### config.mk
export PLATFORM = sky130hd
export DESIGN_NAME = hpdcache_victim_evict_ctrl
export DESIGN_NICKNAME = d
export VERILOG_FILES = /design/src/rtl/hpdcache_victim_evict_ctrl.sv
export SDC_FILE = /design/constraint.sdc
export NUM_CORES = 1
export LEC_CHECK = 0
export CAP_MARGIN = 40
export CORE_MARGIN = 3
export CORE_UTILIZATION = 40
export CTS_CLUSTER_DIAMETER = 40
export DETAILED_ROUTE_END_ITERATION = 10
export PLACE_DENSITY = 0.79
export SLEW_MARGIN = 40
export SYNTH_ARGS = -nofsm -noshare
export SYNTH_HDL_FRONTEND = slang
export SYNTH_SLANG_ARGS = --single-unit
### constraint.sdc
create_clock -name clk_i -period 1.79 [get_ports clk_i]
set_input_delay 0.179 -clock clk_i [delete_from_list [all_inputs] [get_ports clk_i]]
set_output_delay 0.179 -clock clk_i [all_outputs]
set_load 0.1 [all_outputs]
### src/rtl/hpdcache_victim_evict_ctrl.sv
// Refill victim selection and dirty-victim eviction sequencer for the HPDcache miss path.
// Optional macro HPDCACHE_EVICT_STATS_EN adds saturating eviction/writeback counters.
module hpdcache_victim_evict_ctrl #(
  parameter int unsigned WAYS  = 4,
  parameter int unsigned SET_W = 6
) (
  input  logic             clk_i,
  input  logic             rst_i,
  input  logic             req_valid_i,
  output logic             req_ready_o,
  input  logic [SET_W-1:0] req_set_i,
  input  logic [WAYS-1:0]  req_dir_valid_i,
  input  logic [WAYS-1:0]  req_dir_dirty_i,
  output logic             sel_victim_o,
  output logic [SET_W-1:0] sel_set_o,
  input  logic [WAYS-1:0]  sel_way_i,
  output logic             wb_valid_o,
  input  logic             wb_ready_i,
  output logic [SET_W-1:0] wb_set_o,
  output logic [WAYS-1:0]  wb_way_o,
  input  logic             wb_done_i,
  output logic             updt_o,
  output logic [SET_W-1:0] updt_set_o,
  output logic [WAYS-1:0]  updt_way_o,
  output logic             rsp_valid_o,
  input  logic             rsp_ready_i,
  output logic [WAYS-1:0]  rsp_way_o,
  output logic             err_o
`ifdef HPDCACHE_EVICT_STATS_EN
  ,
  output logic [31:0]      stat_evict_o,
  output logic [31:0]      stat_wback_o
`endif
);

  localparam logic [2:0] ST_IDLE    = 3'd0;
  localparam logic [2:0] ST_SEL     = 3'd1;
  localparam logic [2:0] ST_WB_REQ  = 3'd2;
  localparam logic [2:0] ST_WB_WAIT = 3'd3;
  localparam logic [2:0] ST_UPDT    = 3'd4;
  localparam logic [2:0] ST_RSP     = 3'd5;

  localparam logic [WAYS-1:0] WAY_ONE = {{(WAYS-1){1'b0}}, 1'b1};

  function automatic logic is_onehot(input logic [WAYS-1:0] v);
    return (v != '0) && ((v & (v - WAY_ONE)) == '0);
  endfunction

  // Lowest set bit of the vector; way 0 when the vector is empty.
  function automatic logic [WAYS-1:0] lowest_way(input logic [WAYS-1:0] v);
    logic [WAYS-1:0] r;
    r = WAY_ONE;
    for (int i = WAYS - 1; i >= 0; i--) begin
      r = v[i] ? (WAY_ONE << i) : r;
    end
    return r;
  endfunction

  logic [2:0]       state_r;
  logic [2:0]       state_nxt_s;
  logic [SET_W-1:0] set_r;
  logic [WAYS-1:0]  dir_valid_r;
  logic [WAYS-1:0]  dir_dirty_r;
  logic [WAYS-1:0]  way_r;
  logic             err_r;
  logic             req_ready_r;
  logic             sel_victim_r;
  logic             wb_valid_r;
  logic             updt_r;
  logic             rsp_valid_r;

  logic             accept_s;
  logic [WAYS-1:0]  sel_fix_s;
  logic             sel_bad_s;
  logic             victim_wb_s;

  assign accept_s    = req_valid_i & req_ready_r;
  assign sel_fix_s   = lowest_way(sel_way_i);
  assign sel_bad_s   = ~is_onehot(sel_way_i);
  assign victim_wb_s = |(sel_fix_s & dir_valid_r & dir_dirty_r);

  // Next-state decode of the eviction sequence.
  always_comb begin
    state_nxt_s = state_r;
    case (state_r)
      ST_IDLE: begin
        if (accept_s) state_nxt_s = ST_SEL;
        else          state_nxt_s = ST_IDLE;
      end
      ST_SEL: begin
        if (victim_wb_s) state_nxt_s = ST_WB_REQ;
        else             state_nxt_s = ST_UPDT;
      end
      ST_WB_REQ: begin
        if (wb_ready_i) state_nxt_s = ST_WB_WAIT;
        else            state_nxt_s = ST_WB_REQ;
      end
      ST_WB_WAIT: begin
        if (wb_done_i) state_nxt_s = ST_UPDT;
        else           state_nxt_s = ST_WB_WAIT;
      end
      ST_UPDT: state_nxt_s = ST_RSP;
      ST_RSP: begin
        if (rsp_ready_i) state_nxt_s = ST_IDLE;
        else             state_nxt_s = ST_RSP;
      end
      default: state_nxt_s = ST_IDLE;
    endcase
  end

  // State register plus handshake outputs registered from the next state.
  always_ff @(posedge clk_i) begin
    if (rst_i) begin
      state_r      <= ST_IDLE;
      req_ready_r  <= 1'b0;
      sel_victim_r <= 1'b0;
      wb_valid_r   <= 1'b0;
      updt_r       <= 1'b0;
      rsp_valid_r  <= 1'b0;
    end else begin
      state_r      <= state_nxt_s;
      req_ready_r  <= (state_nxt_s == ST_IDLE);
      sel_victim_r <= (state_nxt_s == ST_SEL);
      wb_valid_r   <= (state_nxt_s == ST_WB_REQ);
      updt_r       <= (state_nxt_s == ST_UPDT);
      rsp_valid_r  <= (state_nxt_s == ST_RSP);
    end
  end

  // Request fields latched on accept; victim way and sticky error latched in SEL.
  always_ff @(posedge clk_i) begin
    if (rst_i) begin
      set_r       <= '0;
      dir_valid_r <= '0;
      dir_dirty_r <= '0;
      way_r       <= '0;
      err_r       <= 1'b0;
    end else begin
      if (accept_s) begin
        set_r       <= req_set_i;
        dir_valid_r <= req_dir_valid_i;
        dir_dirty_r <= req_dir_dirty_i;
      end
      if (state_r == ST_SEL) begin
        way_r <= sel_fix_s;
        err_r <= err_r | sel_bad_s;
      end
    end
  end

  assign req_ready_o  = req_ready_r;
  assign sel_victim_o = sel_victim_r;
  assign sel_set_o    = set_r;
  assign wb_valid_o   = wb_valid_r;
  assign wb_set_o     = set_r;
  assign wb_way_o     = way_r;
  assign updt_o       = updt_r;
  assign updt_set_o   = set_r;
  assign updt_way_o   = way_r;
  assign rsp_valid_o  = rsp_valid_r;
  assign rsp_way_o    = way_r;
  assign err_o        = err_r;

`ifdef HPDCACHE_EVICT_STATS_EN
  logic [31:0] stat_evict_r;
  logic [31:0] stat_wback_r;

  // Saturating counters: policy updates and accepted writeback requests.
  always_ff @(posedge clk_i) begin
    if (rst_i) begin
      stat_evict_r <= 32'd0;
      stat_wback_r <= 32'd0;
    end else begin
      if ((state_nxt_s == ST_UPDT) && (stat_evict_r != 32'hFFFF_FFFF)) begin
        stat_evict_r <= stat_evict_r + 32'd1;
      end
      if ((state_r == ST_WB_REQ) && wb_ready_i && (stat_wback_r != 32'hFFFF_FFFF)) begin
        stat_wback_r <= stat_wback_r + 32'd1;
      end
    end
  end

  assign stat_evict_o = stat_evict_r;
  assign stat_wback_o = stat_wback_r;
`endif

endmodule

==> images/sizes.png <==
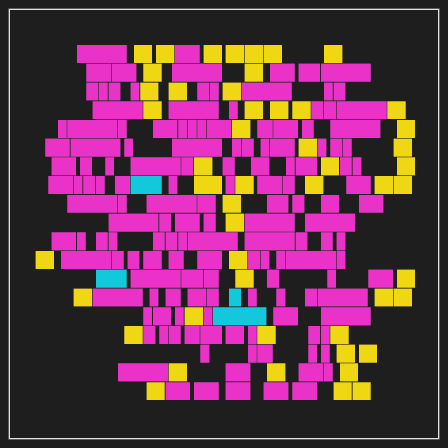
_3 and _4 cells: marked yellow, cells 50, share 25%, most used buf_4. _2 cells: marked cyan, cells 4, share 2.0%. _0 and _1 cells: marked magenta, cells 148, share 73%, most used nand2_1.

==> images/placement_by_type.png <==
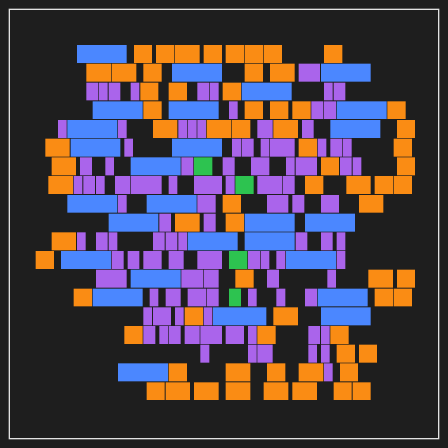
combinational and other logic: marked purple, cells 102, share of their area 32%. flops: marked blue, cells 27, share of their area 32%. other buffers and delay cells: marked orange, cells 69, share of their area 34%. clock drivers and dummy loads: marked green, cells 4, share of their area 1.6%.
Core Util, Final: 60.2%
fraction of area in registers: 31.3%
core area: 0.00288 sq mm

cells in the final DEF (no fill, tap or decap), types with 2 or more instances in the layout:
cell type        count
nor4b_1              2
dfxtp_1             26
nand2_1             40
clkbuf_4             3
buf_4               46
and2_1               2
clkdlybuf4s50_1     23
nor3_1               4
o21ai_0              5
inv_1                2
nand2b_1             3
a21oi_1             23
nand3b_1             2
nor2_1               3
cell usage after synthesis, drive strengths merged, types with 2 or more instances:
cell / number / area [sq um]
nand2: 40 / 150
dfxtp: 27 / 541
a21oi: 23 / 115
buf: 22 / 166
clkbuf: 5 / 18.8
o21ai: 5 / 25.0
nor3: 4 / 20.0
nand2b: 3 / 18.8
nor2: 3 / 11.3
a211oi: 2 / 20.0
and2: 2 / 12.5
inv: 2 / 7.51
nand3b: 2 / 15.0
nor3b: 2 / 20.0
nor4b: 2 / 17.5
kinds of logic after synthesis:
family                 count (synthesis)  synth area share [%]
buffers and inverters                 29                  15.3
flip-flops                            27                  42.9
AND/OR/NAND/NOR                       63                  24.4
XOR/XNOR                               1                 0.695
AND-OR/OR-AND                         36                  16.8
how the worst max path moves through the flow:
stage | start | endpoint | slack (ns)
after floorplan | rsp_way_o[0]$_SDFFE_PP0N_ | updt_way_o[0] | 0.22
after global placement | sel_way_i[0] | sel_victim_o$_SDFF_PP0_ | -0.08
after detailed placement | sel_way_i[0] | updt_o$_SDFF_PP0_ | -0.12
after CTS | sel_way_i[0] | updt_o$_SDFF_PP0_ | 0.23
after global routing | sel_way_i[0] | wb_valid_o$_SDFF_PP0_ | 0.15
final | sel_way_i[0] | updt_o$_SDFF_PP0_ | 0.23
metal layers:
metal / GRT usage (%) / wire (microns) / vias up
met5: 0 / 0 / -
met4: 8.29 / 108 / 0
met3: 3.24 / 141 / 10
met2: 31.5 / 1690 / 34
met1: 17.3 / 1240 / 559
li1: - / - / 598
final cells by class:
type,count,area (sq um)
Clock inverter,1,5.00
Tap cell,42,52.6
Fill cell,256,1140
Clock buffer,3,22.5
Timing Repair Buffer,69,576
Inverter,2,7.51
Multi-Input combinational cell,100,528
Sequential cell,27,542
state kept, by name, indices dropped and copies added (netlist names):
register,count
err_o,1
sel_set_o,6
req_ready_o,1
wb_valid_o,1
updt_o,1
dir_dirty_r,4
sel_victim_o,1
rsp_way_o,4
dir_valid_r,4
state_r,3
rsp_valid_o,1
report_power, final:
group / switching, mW / total, mW / leakage (nW) / internal, mW
combinational: 1.19 / 1.57 / 0.477 / 0.378
sequential: 0.0796 / 0.787 / 0.220 / 0.708
clock: 0.172 / 0.256 / 0.0177 / 0.0835
metrics by stage:
stage,setup TNS (ns),hold WS (ns)
final,0,0.389
after global routing,0,0.370
after CTS,0,0.383
after detailed placement,-0.334,0.442
after global placement,-0.142,0.439
after floorplan,0,0.248
worst register-to-register path, delay by kind of cell, from the launching register on:
| family | cells | cell delay (ns) |
|---|---|---|
| simple gates | 2 | 0.54 |
| flops | 1 | 0.37 |
| compound gates | 2 | 0.54 |
==> results_dict.tcl <==
# metrics dict for downstream scripts
set metrics [dict create \
    status "completed" \
    rsz0062_at_grt "false" \
    cp.depth 5 \
    antennaDiodeCount 0 \
    rr_startpoint "dir_valid_r[0]$_SDFFE_PP0P_" \
    crit_fanout 6 \
    timing.final.crit_share_pct 87.2 \
    cts_buffers 3 \
    postCtsSetupBuffers 0 \
    ioPinCount 60 \
    layout-drive-gt1-share_pct 26.7 \
    place.gp.congestion 0.793 \
    grt_pass1_wl_microns 5320 \
    holdPathStages 3 \
    yosysChipArea_sq_mm 0.00126 \
    max_freq_mhz 640 \
    power_mw 2.61 \
    syn_to_final_growth_pct 37.4 \
    grt_usage_pct 16.6 \
    ys_seq_share_pct 42.9 \
    ys_ff 27 \
    cts.hold.buffers_added 0 \
    viasPerCell 4.92 \
    ir_drop_mv 0.589 \
    wl_per_cell_microns 13.0 \
    grt_max_degree 16 \
    place_hpwl_microns 2580 \
    netlist-cell-type-count 31 \
    yosys_cells 156 \
    drv_cap 0 \
    placed_cell_area_sq_mm 0.00171 \
    ctsRootBufferMaster "clkbuf_4" \
    tool_warnings 26 \
    drtPass1Iterations 4 \
    path_delay_family "simple AND/OR/NAND/NOR gates" \
    gr-total-overflow 0 \
    setup_violations 0 \
    cts_buffer_depth 2 \
    max-slew-margin-rel_pct 67.9 \
    layout.nets 227 \
    clk_pin_slew_worst_paths_ns 0.14 \
    cp_cell_sequence "clkdlybuf4s50_1, and4b_1, a311o_1, or3_4, a211oi_2" \
    endpoint_kind "flip-flop" \
    io_buffers 59 \
    cts_tree "yes" \
    reg2reg_depth 4 \
    hp-class "input port to flip-flop" \
    arrival_ns 1.81 \
    syn_area_sq_mm 0.00126 \
    initCoreUtil_pct 43.8 \
    slew_viol_final 0 \
    edf_count 0 \
    postSynth.asyncResetShare_pct 0 \
    die_w_microns 62.2 \
    remaining_drc_errors 0 \
    antenna_found_initial 0 \
    final_area_sq_mm 0.00173 \
    yosysWarnings 0 \
    worstMarginPinSlew_ns 0.476 \
    flop_cell "dfxtp_1" \
    crit_buf_inv 1 \
    die_h_microns 62.2 \
    hold_path_end "sel_set_o[0]$_SDFFE_PP0P_" \
    cp.required_ns 2.04 \
    chip_area_sq_mm 0.00386 \
    dp.cells 240 \
]
Power figures rest on the tool's default switching activity, not on a simulated workload.
